--- config.mk ---
export PLATFORM = sky130hd
export DESIGN_NAME = rfphoenix_branch_sched
export DESIGN_NICKNAME = d
export VERILOG_FILES = /design/src/rtl/rfphoenix_branch_sched_pkg.sv /design/src/rtl/rfphoenix_branch_sched_eval.sv /design/src/rtl/rfphoenix_branch_sched.sv
export SDC_FILE = /design/constraint.sdc
export NUM_CORES = 1
export LEC_CHECK = 0
export CAP_MARGIN = 20
export CORE_MARGIN = 2
export CORE_UTILIZATION = 32
export CTS_BUF_LIST = sky130_fd_sc_hd__clkbuf_4 sky130_fd_sc_hd__clkbuf_8
export CTS_CLUSTER_SIZE = 24
export DETAILED_ROUTE_END_ITERATION = 12
export HOLD_SLACK_MARGIN = 0.06
export PLACE_DENSITY_LB_ADDON = 0.1
export SLEW_MARGIN = 10
export SYNTH_ARGS = -nofsm -noshare
export SYNTH_HDL_FRONTEND = slang
export SYNTH_SLANG_ARGS = --single-unit
--- constraint.sdc ---
create_clock -name clk_i -period 8.56 [get_ports clk_i]
set_clock_uncertainty 0.15 [all_clocks]
set_input_delay 1.712 -clock clk_i [delete_from_list [all_inputs] [get_ports clk_i]]
set_output_delay 1.712 -clock clk_i [all_outputs]
set_load 0.02 [all_outputs]
--- src/rtl/rfphoenix_branch_sched_pkg.sv ---
// Shared types for the branch scheduler slice.
//   value_t            : 32-bit operand value (integer or IEEE-754 single).
//   instruction_t      : opcode plus the br.cnd condition field.
//   br_sched_entry_t   : S1 pipe entry {v, thread, ir, a, b, pred}.
//   br_result_entry_t  : S2 pipe entry {v, thread, taken, pred}.
package rfphoenix_branch_sched_pkg;

  // Thread tag storage width; large enough for up to 8 slots.
  localparam int THR_MAX_W = 3;

  localparam logic [6:0] OP_BCC  = 7'h28;
  localparam logic [6:0] OP_FBCC = 7'h29;

  typedef logic [31:0] value_t;

  typedef enum logic [2:0] {
    CND_LT  = 3'd0,
    CND_GE  = 3'd1,
    CND_LE  = 3'd2,
    CND_GT  = 3'd3,
    CND_NV4 = 3'd4,
    CND_NV5 = 3'd5,
    CND_EQ  = 3'd6,
    CND_NE  = 3'd7
  } br_cnd_e;

  typedef struct packed {
    br_cnd_e    cnd;
    logic [6:0] opcode;
  } instruction_t;

  localparam int IR_W = $bits(instruction_t);

  typedef struct packed {
    logic                 v;
    logic [THR_MAX_W-1:0] thread;
    instruction_t         ir;
    value_t               a;
    value_t               b;
    logic                 pred;
  } br_sched_entry_t;

  typedef struct packed {
    logic                 v;
    logic [THR_MAX_W-1:0] thread;
    logic                 taken;
    logic                 pred;
  } br_result_entry_t;

  // Resolve a condition code from "less than" and "equal" flags.
  function automatic logic cnd_resolve(input br_cnd_e cnd, input logic lt, input logic eq);
    logic r;
    r = 1'b0;
    case (cnd)
      CND_LT: r = lt;
      CND_GE: r = !lt;
      CND_LE: r = lt | eq;
      CND_GT: r = !(lt | eq);
      CND_EQ: r = eq;
      CND_NE: r = !eq;
      default: r = 1'b0;
    endcase
    return r;
  endfunction

endpackage

--- src/rtl/rfphoenix_branch_sched_eval.sv ---
// Branch-condition evaluator (purely combinational).
//   ir    : instruction (opcode + cnd)
//   a, b  : operands
//   taken : evaluated condition; 0 for non-branch opcodes
module rfphoenix_branch_sched_eval
  import rfphoenix_branch_sched_pkg::*;
(
  input  logic [IR_W-1:0] ir,
  input  logic [31:0]     a,
  input  logic [31:0]     b,
  output logic            taken
);

  instruction_t ir_s;
  logic         lt_i, eq_i;
  logic         a_nan, b_nan, both_zero, lt_f, eq_f;
  logic [31:0]  key_a, key_b;

  assign ir_s = instruction_t'(ir);

  always_comb begin
    lt_i = $signed(a) < $signed(b);
    eq_i = (a == b);

    a_nan = (a[30:23] == 8'hFF) && (a[22:0] != '0);
    b_nan = (b[30:23] == 8'hFF) && (b[22:0] != '0);
    both_zero = (a[30:0] == '0) && (b[30:0] == '0);
    // Map sign-magnitude floats onto an unsigned-monotonic key so a plain
    // magnitude compare orders them; +0/-0 are treated as equal separately.
    key_a = a[31] ? ~a : {1'b1, a[30:0]};
    key_b = b[31] ? ~b : {1'b1, b[30:0]};
    lt_f  = !both_zero && (key_a < key_b);
    eq_f  = both_zero || (a == b);

    taken = 1'b0;
    if (ir_s.opcode == OP_BCC) begin
      taken = cnd_resolve(ir_s.cnd, lt_i, eq_i);
    end else if (ir_s.opcode == OP_FBCC) begin
      // Unordered operands satisfy only "not equal".
      if (a_nan || b_nan) taken = (ir_s.cnd == CND_NE);
      else                taken = cnd_resolve(ir_s.cnd, lt_f, eq_f);
    end
  end

endmodule

--- src/rtl/rfphoenix_branch_sched.sv ---
// Round-robin scheduler sharing one branch evaluator among NTHR thread slots.
// S1 registers the granted request's operands; S2 registers the result.
//   clk_i, rst_ni          : clock, async active-low reset
//   req_valid_i/ready_o    : per-slot handshake (ready is one-hot or zero)
//   req_ir_i/a_i/b_i/pred_i: per-slot branch, operands, predicted direction
//   flush_i                : per-thread kill of in-flight and granting work
//   res_valid_o/ready_i    : result handshake
//   res_thread_o/taken_o/mispredict_o : result fields
//   mispred_cnt_o          : saturating count of delivered mispredicts
module rfphoenix_branch_sched
  import rfphoenix_branch_sched_pkg::*;
#(
  parameter int NTHR = 4
) (
  input  logic                 clk_i,
  input  logic                 rst_ni,
  input  logic [NTHR-1:0]      req_valid_i,
  output logic [NTHR-1:0]      req_ready_o,
  input  logic [NTHR*IR_W-1:0] req_ir_i,
  input  logic [NTHR*32-1:0]   req_a_i,
  input  logic [NTHR*32-1:0]   req_b_i,
  input  logic [NTHR-1:0]      req_pred_i,
  input  logic [NTHR-1:0]      flush_i,
  output logic                 res_valid_o,
  input  logic                 res_ready_i,
  output logic [$clog2(NTHR)-1:0] res_thread_o,
  output logic                 res_taken_o,
  output logic                 res_mispredict_o,
  output logic [31:0]          mispred_cnt_o
);

  localparam int TW = $clog2(NTHR);

  br_sched_entry_t  s1_q;
  br_result_entry_t s2_q;
  logic [TW-1:0]    rr_ptr_q;
  logic [31:0]      mispred_cnt_q;

  logic [(1<<THR_MAX_W)-1:0] flush_pad;
  logic s1_kill, s2_kill, adv1, adv2;
  logic [TW:0]   pick;
  logic          grant_vld;
  logic [TW-1:0] grant_idx;
  logic          s1_taken;

  // First eligible slot at or above ptr, wrapping; returns {found, index}.
  // Scanning downward lets the closest slot to ptr be the last assignment.
  function automatic logic [TW:0] rr_pick(input logic [NTHR-1:0] elig, input logic [TW-1:0] ptr);
    logic [TW:0]   sel;
    logic [TW-1:0] idx;
    sel = '0;
    for (int i = NTHR - 1; i >= 0; i--) begin
      idx = TW'((int'(ptr) + i) % NTHR);
      if (elig[idx]) sel = {1'b1, idx};
    end
    return sel;
  endfunction

  always_comb begin
    flush_pad = '0;
    flush_pad[NTHR-1:0] = flush_i;
  end

  assign s1_kill = s1_q.v & flush_pad[s1_q.thread];
  assign s2_kill = s2_q.v & flush_pad[s2_q.thread];
  assign adv2    = !s2_q.v | res_ready_i;
  assign adv1    = !s1_q.v | adv2;

  assign pick      = rr_pick(req_valid_i & ~flush_i, rr_ptr_q);
  assign grant_vld = rst_ni & adv1 & pick[TW];
  assign grant_idx = pick[TW-1:0];

  always_comb begin
    req_ready_o = '0;
    for (int i = 0; i < NTHR; i++) begin
      req_ready_o[i] = grant_vld && (grant_idx == TW'(i));
    end
  end

  rfphoenix_branch_sched_eval u_eval (
    .ir    (s1_q.ir),
    .a     (s1_q.a),
    .b     (s1_q.b),
    .taken (s1_taken)
  );

  // S1: capture on grant, empty on advance without grant, flush overrides hold.
  always_ff @(posedge clk_i or negedge rst_ni) begin
    if (!rst_ni) begin
      s1_q <= '0;
    end else if (adv1) begin
      if (grant_vld) begin
        s1_q.v      <= 1'b1;
        s1_q.thread <= THR_MAX_W'(grant_idx);
        s1_q.ir     <= instruction_t'(req_ir_i[grant_idx*IR_W +: IR_W]);
        s1_q.a      <= req_a_i[grant_idx*32 +: 32];
        s1_q.b      <= req_b_i[grant_idx*32 +: 32];
        s1_q.pred   <= req_pred_i[grant_idx];
      end else begin
        s1_q.v <= 1'b0;
      end
    end else if (s1_kill) begin
      s1_q.v <= 1'b0;
    end
  end

  // S2: a flushed S1 entry moves in as a bubble.
  always_ff @(posedge clk_i or negedge rst_ni) begin
    if (!rst_ni) begin
      s2_q <= '0;
    end else if (adv2) begin
      if (s1_q.v) begin
        s2_q.v      <= !s1_kill;
        s2_q.thread <= s1_q.thread;
        s2_q.taken  <= s1_taken;
        s2_q.pred   <= s1_q.pred;
      end else begin
        s2_q.v <= 1'b0;
      end
    end else if (s2_kill) begin
      s2_q.v <= 1'b0;
    end
  end

  always_ff @(posedge clk_i or negedge rst_ni) begin
    if (!rst_ni) begin
      rr_ptr_q <= '0;
    end else if (grant_vld) begin
      rr_ptr_q <= (grant_idx == TW'(NTHR - 1)) ? '0 : grant_idx + 1'b1;
    end
  end

  assign res_valid_o      = s2_q.v & !flush_pad[s2_q.thread];
  assign res_thread_o     = s2_q.thread[TW-1:0];
  assign res_taken_o      = s2_q.taken;
  assign res_mispredict_o = s2_q.taken ^ s2_q.pred;

  always_ff @(posedge clk_i or negedge rst_ni) begin
    if (!rst_ni) begin
      mispred_cnt_q <= '0;
    end else if (res_valid_o && res_ready_i && res_mispredict_o && (mispred_cnt_q != '1)) begin
      mispred_cnt_q <= mispred_cnt_q + 32'd1;
    end
  end

  assign mispred_cnt_o = mispred_cnt_q;

endmodule

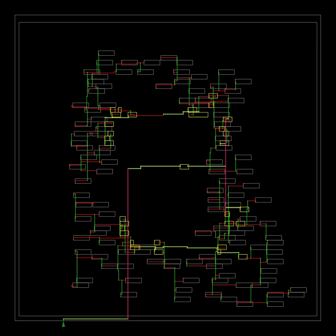
Run 1: the clock network
clock tree sinks: 117
clock buffer count in the final layout: 18
sequential cell count: 117

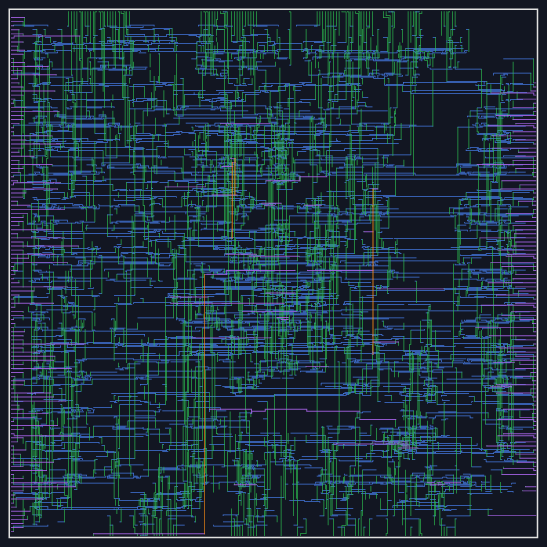
Run 1: signal wires by layer
Scale: 3 px per µm.
| color | layer | wire length |
|---|---|---|
| blue | met1 | 15100 µm |
| green | met2 | 13100 µm |
| orange | met4 | 179 µm |
| purple | met3 | 2050 µm |
final routed wire length divided by cell count: 15.1 µm
total length of routed wires: 30500 µm
gr usage total: 0.195

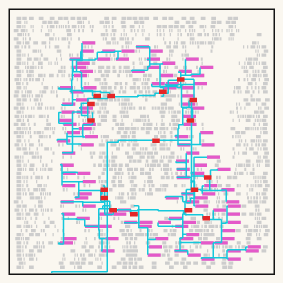
Run 1: clock distribution
Scale: 1.5 px per µm.
[magenta] flip-flops | count: 117
[cyan] clock wires | length: 1770 µm
[red] cells driving clock nets | count: 17
routed clock nets: 18
share of power burned in the clock network: 0.186
power dissipated in the clock network: 0.000486 W
Clock Latency Late Sink: 0.43 ns

==> reports/qor.log, run 1 <==
INFO  final_layout   lay_top_count=sky130_fd_sc_hd__nand2_1
INFO  yosys          synth-xor-area-share=0.0874
INFO  final_layout   non_clock_buffer_area_share=0.263
INFO  drt            metal2_wl=13100µm
INFO  yosys          synthSimpleGateAreaFrac=0.320
INFO  critical_path  cpPeakStageDelay=0.66ns
INFO  place          finalWeightedCongestion=0.833
INFO  yosys          synth-warning-count=0
INFO  global_routing grt_antenna_before_repair=0
INFO  global_routing pin_count_of_the_biggest_net_entering_global_routing=90
INFO  clock_tree     cts_made_buffers=17
INFO  final_layout   final_nets=2005
INFO  yosys          edf_count=0
INFO  yosys          most_used_standard_cell_by_instance_count_after_synthesis=sky130_fd_sc_hd__nand2_1
INFO  clock_tree     cts.repair_timing.setup_buffer_count=0
INFO  flow_run       openroad.warnings=30
INFO  die            tap_cells=384
INFO  critical_path  critical_path.endpoint_type=output pin
INFO  yosys          main_logic_family=simple AND/OR/NAND/NOR gates
INFO  power_and_ir_drop irDropWorstVdd=0.0000996V
INFO  final_timing   period_used_share=0.791
INFO  final_timing   achievable-frequency=148MHz
INFO  critical_path  worst-path-max-fanout=71
INFO  global_routing vias_in_the_first_global_route=9247
INFO  die            floorplan.initialDensity=0.326
INFO  final_layout   seq-cell-share=0.216
INFO  final_timing   timing.final.crit_period=6.77ns
INFO  flow_run       max-cap-violations=0
INFO  drt            met3RoutedLength=2050µm
INFO  critical_path  r2r_start=rr_ptr_q[1]
INFO  final_layout   fillCellCount=2980
INFO  final_layout   comb_area=0.00604mm²
INFO  drt            detail_route.first_pass.iterations=5
INFO  outcome        run_status=finished, final reports clean
INFO  drt            top_layer=met4
INFO  critical_path  critical_path.startpoint_type=input pin
INFO  yosys          mappedNetlistArea=0.00942mm²
INFO  die            core_region_area=0.0289mm²
INFO  critical_path  r2r_setup_slack=4.90ns
INFO  power_and_ir_drop cellPowerDensity=193mW/mm²
INFO  clock_tree     cts_resized=0
INFO  clock_tree     tritoncts=built
INFO  yosys          syn-num-nets=1704
INFO  final_timing   finalSetupTns=0ns
INFO  place          post-dp-hpwl=23500µm
INFO  critical_path  critical_path.cell_chain=clkdlybuf4s50_1, nor2b_1, mux2i_1, nor2_1, or3_4, inv_4, ha_1, inv_1, nor2_1, clkdlybuf4s50_1
INFO  yosys          synth.avg_cell_area=7.11µm²
INFO  drt            via_per_inst=4.77
## run 1: through the flow
step           total power (W)  instances  worst slack, ns  hold slack [ns]  instance area [µm²]
6_report               0.00261       2023             1.79            0.336                13600
5_1_grt                0.00288       2023             1.49            0.372                13600
4_1_cts                0.00264       2023             1.74            0.346                13600
3_5_place_dp           0.00214       1991             1.75            0.326                13200
3_3_place_gp           0.00212       1991             1.76            0.315                13200
2_1_floorplan          0.00168       1325             3.14            0.297                 9420
## run 1: power breakdown
part / leakage (nW) / switching [W] / internal (W) / total [W]
Sequential: 1.49 / 0.000183 / 0.000665 / 0.000848
Combinational: 4.33 / 0.000682 / 0.000597 / 0.00128
Clock: 0.178 / 0.000248 / 0.000238 / 0.000486
Total: 5.99 / 0.00111 / 0.00150 / 0.00261
Run 1, selected gate families:
Scale: 1.5 px per µm.
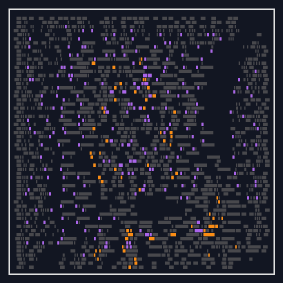

==> run 1 -> run 2 <==
Clock period 8.56 ns to 6 ns, I/O delays scaled along.
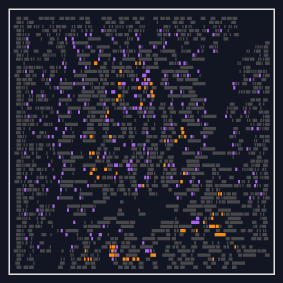
Run 2: selected gate families
Scale: 1.5 px per µm.
| color | family | cells |
|---|---|---|
| orange | NOR gates | 63 |
| purple | inverting AOI/OAI gates | 214 |
most common logic cell in the routed design: sky130_fd_sc_hd__nand2_1
combinational share of cell area: 0.443
non-filler instance count after layout: 2027

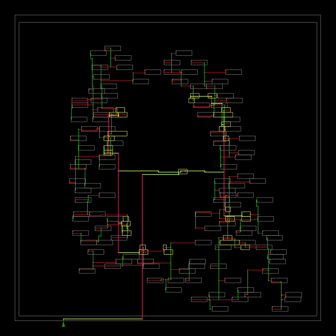
Run 2: the clock network
Clock Latency Late Sink: 0.44 ns
TritonCTS buffer count: 17
power dissipated in the clock network: 0.000794 W
clock buffer count in the final layout: 19

==> reports/qor.log, run 2 <==
INFO  drt            totalWireLength=30800µm [+1.2%]
INFO  global_routing vias_in_the_first_global_route=9428 [+2.0%]
INFO  power_and_ir_drop power_frac_clock=0.207 [+0.021]
INFO  critical_path  worst-path-max-fanout=6 [-92%]
INFO  drt            via_per_inst=4.79 [+0.39%]
INFO  final_timing   achievable-frequency=207MHz
INFO  yosys          most_used_standard_cell_by_instance_count_after_synthesis=sky130_fd_sc_hd__nand2_1
INFO  yosys          synth-xor-area-share=0.0874 [unchanged]
INFO  clock_tree     cts.repair_timing.setup_buffer_count=0 [unchanged]
INFO  power_and_ir_drop combinationalPower=0.00183W [+43%]
INFO  flow_run       openroad.warnings=30 [unchanged]
INFO  drt            top_layer=met4
INFO  outcome        run_status=finished, final reports clean
INFO  place          finalWeightedCongestion=0.870 [+4.5%]
INFO  final_layout   design_area=0.0136mm² [+0.66%]
INFO  power_and_ir_drop comb_power_share=0.477 [-0.012]
INFO  die            tap_cells=384 [unchanged]
INFO  power_and_ir_drop irDropWorstVdd=0.000144V [+45%]
INFO  drt            post_drt_wl_per_cell=15.2µm [+1.0%]
INFO  die            floorplan.initialDensity=0.326 [unchanged]
INFO  critical_path  critical_path.startpoint_type=input pin
INFO  drt            detail_route.first_pass.iterations=5 [unchanged]
INFO  power_and_ir_drop cellPowerDensity=281mW/mm² [+46%]
[run 2: cell count changes in the layout (fill, tap and decap cells not counted)]
cell                         before  now
sky130_fd_sc_hd__buf_4            9   13
sky130_fd_sc_hd__clkbuf_8        18   19
sky130_fd_sc_hd__bufinv_16        1    3
sky130_fd_sc_hd__clkinv_4         2    4
sky130_fd_sc_hd__clkinv_2         3    1
sky130_fd_sc_hd__clkinvlp_4       5    2
[run 2: path summary, 6_finish.rpt]
path	cells after the start	slack, ns	to
max	11	1.17	req_ready_o[1]
min	2	0.33	s1_q[70]
max reg2reg	11	2.79	res_taken_o
min reg2reg	2	0.33	s1_q[70]
max in group asynchronous	3	3.63	s1_q[0]
min in group asynchronous	2	0.80	mispred_cnt_o[29]
Run 2, clock distribution:
Scale: 1.5 px per µm.
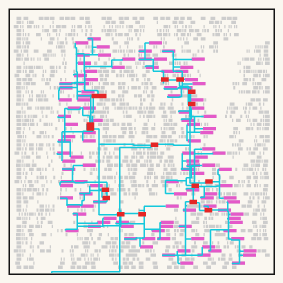

==> run 2 -> run 3 <==
Clock period 6 ns to 4 ns, I/O delays scaled along.
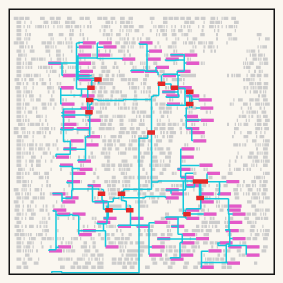
Run 3: clock distribution
Scale: 1.5 px per µm.
[cyan] clock wires | length: 1810 µm
[magenta] flip-flops | count: 117
[red] cells driving clock nets | count: 17
routed clock nets: 18
share of power burned in the clock network: 0.207
power dissipated in the clock network: 0.00120 W

==> reports/qor.log, run 3 <==
INFO  power_and_ir_drop comb_power_share=0.478 [about the same]
INFO  place          finalWeightedCongestion=0.860 [-1.2%]
INFO  outcome        run_status=finished, final reports clean
INFO  drt            via_per_inst=4.78 [-0.25%]
INFO  final_layout   final_cell_count_no_fill=2036 [+0.44%]
INFO  drt            top_layer=met4
INFO  power_and_ir_drop combinationalPower=0.00278W [+52%]
INFO  yosys          most_used_standard_cell_by_instance_count_after_synthesis=sky130_fd_sc_hd__nand2_1
INFO  final_timing   achievable-frequency=278MHz
INFO  drt            post_drt_wl_per_cell=15.4µm [+1.4%]
INFO  die            floorplan.initialDensity=0.326 [unchanged]
INFO  final_layout   lay_top_count=sky130_fd_sc_hd__nand2_1
INFO  clock_tree     cts_made_buffers=17 [unchanged]
INFO  critical_path  reg2regPathDepth=11 [unchanged]
INFO  final_timing   tightest_slew=0.892ns
INFO  clock_tree     cts.repair_timing.setup_buffer_count=0 [unchanged]
INFO  flow_run       openroad.warnings=32 [+6.7%]
INFO  clock_tree     insertion_delay=0.44ns [about the same]
INFO  critical_path  r2r_end=res_taken_o
INFO  global_routing vias_in_the_first_global_route=9398 [-0.32%]
INFO  critical_path  r2r_setup_slack=0.48ns [-2.31 ns]
INFO  power_and_ir_drop cellPowerDensity=424mW/mm² [+51%]
INFO  yosys          synth-xor-area-share=0.0874 [unchanged]
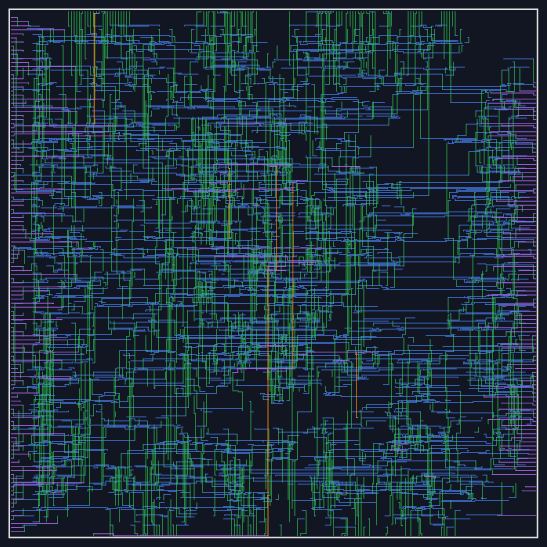
Run 3: signal wires by layer
Scale: 3 px per µm.
| color | layer | wire length |
|---|---|---|
| orange | met4 | 268 µm |
| green | met2 | 13600 µm |
| purple | met3 | 2150 µm |
| blue | met1 | 15400 µm |
total length of routed wires: 31400 µm
gr usage total: 0.200
detailed-route via count: 9733

## run 3: layout make-up
class                      instances  area (µm²)
clock buffer                      17         234
clock inverter                    15         195
fill                            2934       15100
inverter                          43         164
multi-input combinational       1088        6040
sequential                       117        2930
tap                              384         480
timing repair buffer             372        3700
## run 3: worst max-delay path: cells and delay by family
family | cells | cell delay (ns)
buf+inv | 4 | 0.92
mux | 1 | 0.15
simple gates | 4 | 0.61
fa+ha+maj | 1 | 0.19
## run 3: how the worst max path moves through the flow
stage,end,depth (start not counted)
finish,req_ready_o[0],10
global route,req_ready_o[3],10
CTS,req_ready_o[3],9
detailed placement,req_ready_o[0],11
global placement,req_ready_o[1],11
floorplan,req_ready_o[3],10
Power figures rest on the tool's default switching activity, not on a simulated workload.
